===== src/rtl/aes_pkg.sv =====
// Shared AES definitions: FSM encoding, state geometry, byte slicing and GF(2^8) helpers
// used by the S-box and the serial SubBytes stage.
package aes_pkg;

    localparam int unsigned AES_BYTES = 16;
    localparam int unsigned AES_BITS  = AES_BYTES * 8;

    typedef enum logic [1:0] {
        IDLE = 2'd0,
        RUN  = 2'd1,
        DONE = 2'd2
    } sb_state_t;

    // MSB position of byte k in a state laid out as byte k = state[127-8k -: 8]
    function automatic logic [6:0] byte_msb(input int unsigned k);
        return 7'(AES_BITS - 1 - 8 * k);
    endfunction

    function automatic logic [7:0] xtime(input logic [7:0] a);
        return {a[6:0], 1'b0} ^ (a[7] ? 8'h1b : 8'h00);
    endfunction

    function automatic logic [7:0] gf_mul(input logic [7:0] a, input logic [7:0] b);
        logic [7:0] p;
        logic [7:0] x;
        p = 8'h00;
        x = a;
        for (int unsigned i = 0; i < 8; i++) begin
            if (b[i]) p = p ^ x;
            x = xtime(x);
        end
        return p;
    endfunction

    // Multiplicative inverse as a^254 (maps 0 to 0, as AES requires)
    function automatic logic [7:0] gf_inv(input logic [7:0] a);
        logic [7:0] sq;
        logic [7:0] r;
        sq = a;
        r  = 8'h01;
        for (int unsigned i = 1; i < 8; i++) begin
            sq = gf_mul(sq, sq);
            r  = gf_mul(r, sq);
        end
        return r;
    endfunction

    function automatic logic [7:0] rotl8(input logic [7:0] b, input int unsigned n);
        return (b << n) | (b >> (8 - n));
    endfunction

    function automatic logic [7:0] affine(input logic [7:0] b);
        return b ^ rotl8(b, 1) ^ rotl8(b, 2) ^ rotl8(b, 3) ^ rotl8(b, 4) ^ 8'h63;
    endfunction

    function automatic logic [7:0] inv_affine(input logic [7:0] s);
        return rotl8(s, 1) ^ rotl8(s, 3) ^ rotl8(s, 6) ^ 8'h05;
    endfunction

endpackage


===== src/rtl/sbox_inv_lut.sv =====
// Merged forward/inverse AES S-box; both directions share one GF(2^8) inverter.
module sbox_inv_lut
    import aes_pkg::*;
(
    input  logic       encrypt,
    input  logic [7:0] byte_val,
    output logic [7:0] sub_c
);

    logic [7:0] inv_src;
    logic [7:0] inv_res;

    // Forward: affine(inv(x)); inverse: inv(inv_affine(x))
    always_comb begin
        inv_src = encrypt ? byte_val : inv_affine(byte_val);
        inv_res = gf_inv(inv_src);
        sub_c   = encrypt ? affine(inv_res) : inv_res;
    end

endmodule


===== src/rtl/subbytes_serial.sv =====
// Sequential SubBytes stage: streams a 128-bit state through NUM_SBOX S-boxes per cycle
// and presents the collected result on a valid/ready handshake.
module subbytes_serial
    import aes_pkg::*;
#(
    parameter int unsigned NUM_SBOX = 1
) (
    input  logic                clk,
    input  logic                rst,
    input  logic                in_valid,
    output logic                in_ready,
    input  logic                encrypt,
    input  logic [AES_BITS-1:0] state_in,
    output logic                out_valid,
    input  logic                out_ready,
    output logic [AES_BITS-1:0] state_out,
    output logic                busy
);

    localparam int unsigned GROUPS = AES_BYTES / NUM_SBOX;
    localparam int unsigned CNT_W  = (GROUPS > 1) ? $clog2(GROUPS) : 1;

    sb_state_t           state_q;
    sb_state_t           state_d;
    logic [CNT_W-1:0]    count_q;
    logic [CNT_W-1:0]    count_d;
    logic [AES_BITS-1:0] src_q;
    logic [AES_BITS-1:0] src_d;
    logic                enc_q;
    logic                enc_d;
    logic [AES_BITS-1:0] result_d;
    logic                in_ready_d;
    logic                out_valid_d;
    logic                busy_d;
    int unsigned         lane_base;

    logic [7:0] sbox_in  [NUM_SBOX];
    logic [7:0] sbox_out [NUM_SBOX];

    assign lane_base = 32'(count_q) * NUM_SBOX;

    // Select the current group of source bytes
    always_comb begin
        for (int unsigned i = 0; i < NUM_SBOX; i++) begin
            sbox_in[i] = src_q[byte_msb(lane_base + i) -: 8];
        end
    end

    for (genvar g = 0; g < NUM_SBOX; g++) begin : g_sbox
        sbox_inv_lut u_sbox (
            .encrypt  (enc_q),
            .byte_val (sbox_in[g]),
            .sub_c    (sbox_out[g])
        );
    end

    always_ff @(posedge clk) begin
        if (rst) begin
            state_q   <= IDLE;
            count_q   <= '0;
            src_q     <= '0;
            enc_q     <= 1'b1;
            state_out <= '0;
            in_ready  <= 1'b1;
            out_valid <= 1'b0;
            busy      <= 1'b0;
        end else begin
            state_q   <= state_d;
            count_q   <= count_d;
            src_q     <= src_d;
            enc_q     <= enc_d;
            state_out <= result_d;
            in_ready  <= in_ready_d;
            out_valid <= out_valid_d;
            busy      <= busy_d;
        end
    end

    // Next state and next values of the registered outputs
    always_comb begin
        state_d  = state_q;
        count_d  = count_q;
        src_d    = src_q;
        enc_d    = enc_q;
        result_d = state_out;

        unique case (state_q)
            IDLE: begin
                if (in_valid && in_ready) begin
                    src_d   = state_in;
                    enc_d   = encrypt;
                    count_d = '0;
                    state_d = RUN;
                end
            end
            RUN: begin
                for (int unsigned i = 0; i < NUM_SBOX; i++) begin
                    result_d[byte_msb(lane_base + i) -: 8] = sbox_out[i];
                end
                if (count_q == CNT_W'(GROUPS - 1)) begin
                    count_d = '0;
                    state_d = DONE;
                end else begin
                    count_d = count_q + CNT_W'(1);
                end
            end
            DONE: begin
                if (out_ready) state_d = IDLE;
            end
            default: state_d = IDLE;
        endcase

        in_ready_d  = (state_d == IDLE);
        out_valid_d = (state_d == DONE);
        busy_d      = (state_d != IDLE);
    end

endmodule


===== config.mk =====
export PLATFORM = sky130hd
export DESIGN_NAME = subbytes_serial
export DESIGN_NICKNAME = d
export VERILOG_FILES = /design/src/rtl/aes_pkg.sv /design/src/rtl/sbox_inv_lut.sv /design/src/rtl/subbytes_serial.sv
export SDC_FILE = /design/constraint.sdc
export NUM_CORES = 1
export LEC_CHECK = 0
export CORE_MARGIN = 4
export CORE_UTILIZATION = 45
export DETAILED_ROUTE_END_ITERATION = 8
export GPL_TIMING_DRIVEN = 0
export PLACE_DENSITY = 0.68
export SYNTH_ARGS = -nofsm -noshare
export SYNTH_HDL_FRONTEND = slang
export SYNTH_SLANG_ARGS = --single-unit

===== constraint.sdc =====
create_clock -name clk -period 17.3 [get_ports clk]
set_input_delay 1.73 -clock clk [delete_from_list [all_inputs] [get_ports clk]]
set_output_delay 1.73 -clock clk [all_outputs]
set_load 0.01 [all_outputs]

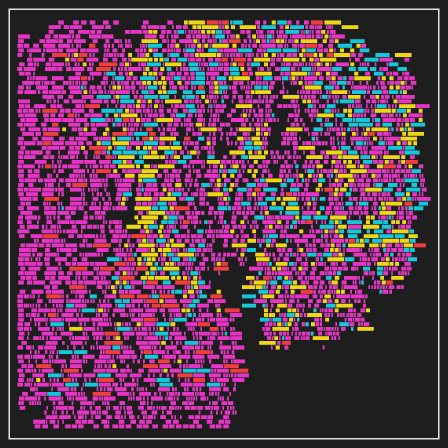
*Cell sizes after repair*
- _2 cells: cyan (cells 353; share 9.0%)
- _6 and larger: red (cells 97; share 2.5%)
- _0 and _1 cells: magenta (cells 3,037; share 77%)
- _3 and _4 cells: yellow (cells 450; share 11%)
area grow syn2layout: 37.72%
Non-clk bufs: 774
post-route cell area: 36,530 um^2
final worst slack: 232.1 ps

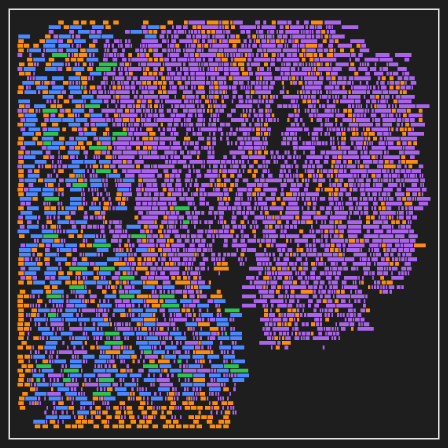
*Placed cells, one colour a class*
- combinational and other logic: purple (cells 2,851; share of their area 64%)
- other buffers and delay cells: orange (cells 774; share of their area 18%)
- flops: blue (cells 266; share of their area 15%)
- clock drivers and dummy loads: green (cells 46; share of their area 2.8%)
row count: 88
fraction of standard cell area that is sequential: 14.59%
Core Footprint: 58,030 um^2
final core occ: 62.96%

==> flow_metrics.env <==
# physical design summary
export IMPL_cp_top_family="XOR/XNOR gates"
export IMPL_ff2ff_path_depth=85
export IMPL_first_global_vias=25627
export IMPL_clk_pin_slew_ps=70
export IMPL_clkSinkCount=266
export IMPL_grt_start_max_net_pins=16
export IMPL_globalplace_congestion=0.9464
export IMPL_final_nets=4065
export IMPL_ys_sh_xor_pct=29.06
export IMPL_max_stage_delay_ps=510
export IMPL_cts_hold_buf=0
export IMPL_ys_sh_simple_pct=19.89
export IMPL_num_antenna_cells=1
export IMPL_dp_cells=4360
export IMPL_top_layer="met4"
export IMPL_min_from="state_out[115]$_SDFFE_PP0P_"
export IMPL_combGateArea_um2=22730
export IMPL_yosysMostFrequentCell="nand2_1"
export IMPL_nNonClkInverters=28
export IMPL_tool_warnings=30
export IMPL_worst_pin_slew_ps=1158
export IMPL_stdcell_count=4703
export IMPL_n_tap_cell=765
export IMPL_fmax_ghz=0.05859
export IMPL_clk_path_buf_depth=3
export IMPL_dp_hpwl_um=69370
export IMPL_outcome="complete, no violations"
export IMPL_slowest_stage="xnor3_2"
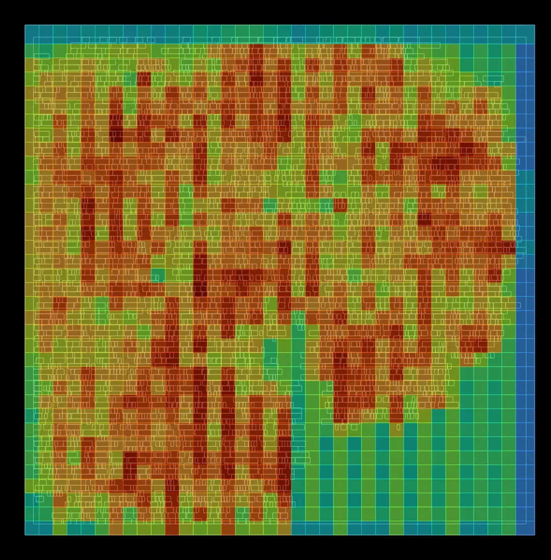
*Routing congestion map*
gr usage total: 29.01%
grt peak-use layer: met2

-- repair_timing --
item | 4_1_cts | 5_1_grt
setup buffers | 139 | 159
cloned | 2 | 6
pin swaps | 98 | 139
gates resized | 325 | 255
endpoints found under the setup margin | 128 | 128
-- sequential cells by signal (all words and copies together), names as in the netlist --
signal and cells:
busy 1, count_q 4, enc_q 1, in_ready 1, out_valid 1, src_q 128, state_out 128, state_q 2
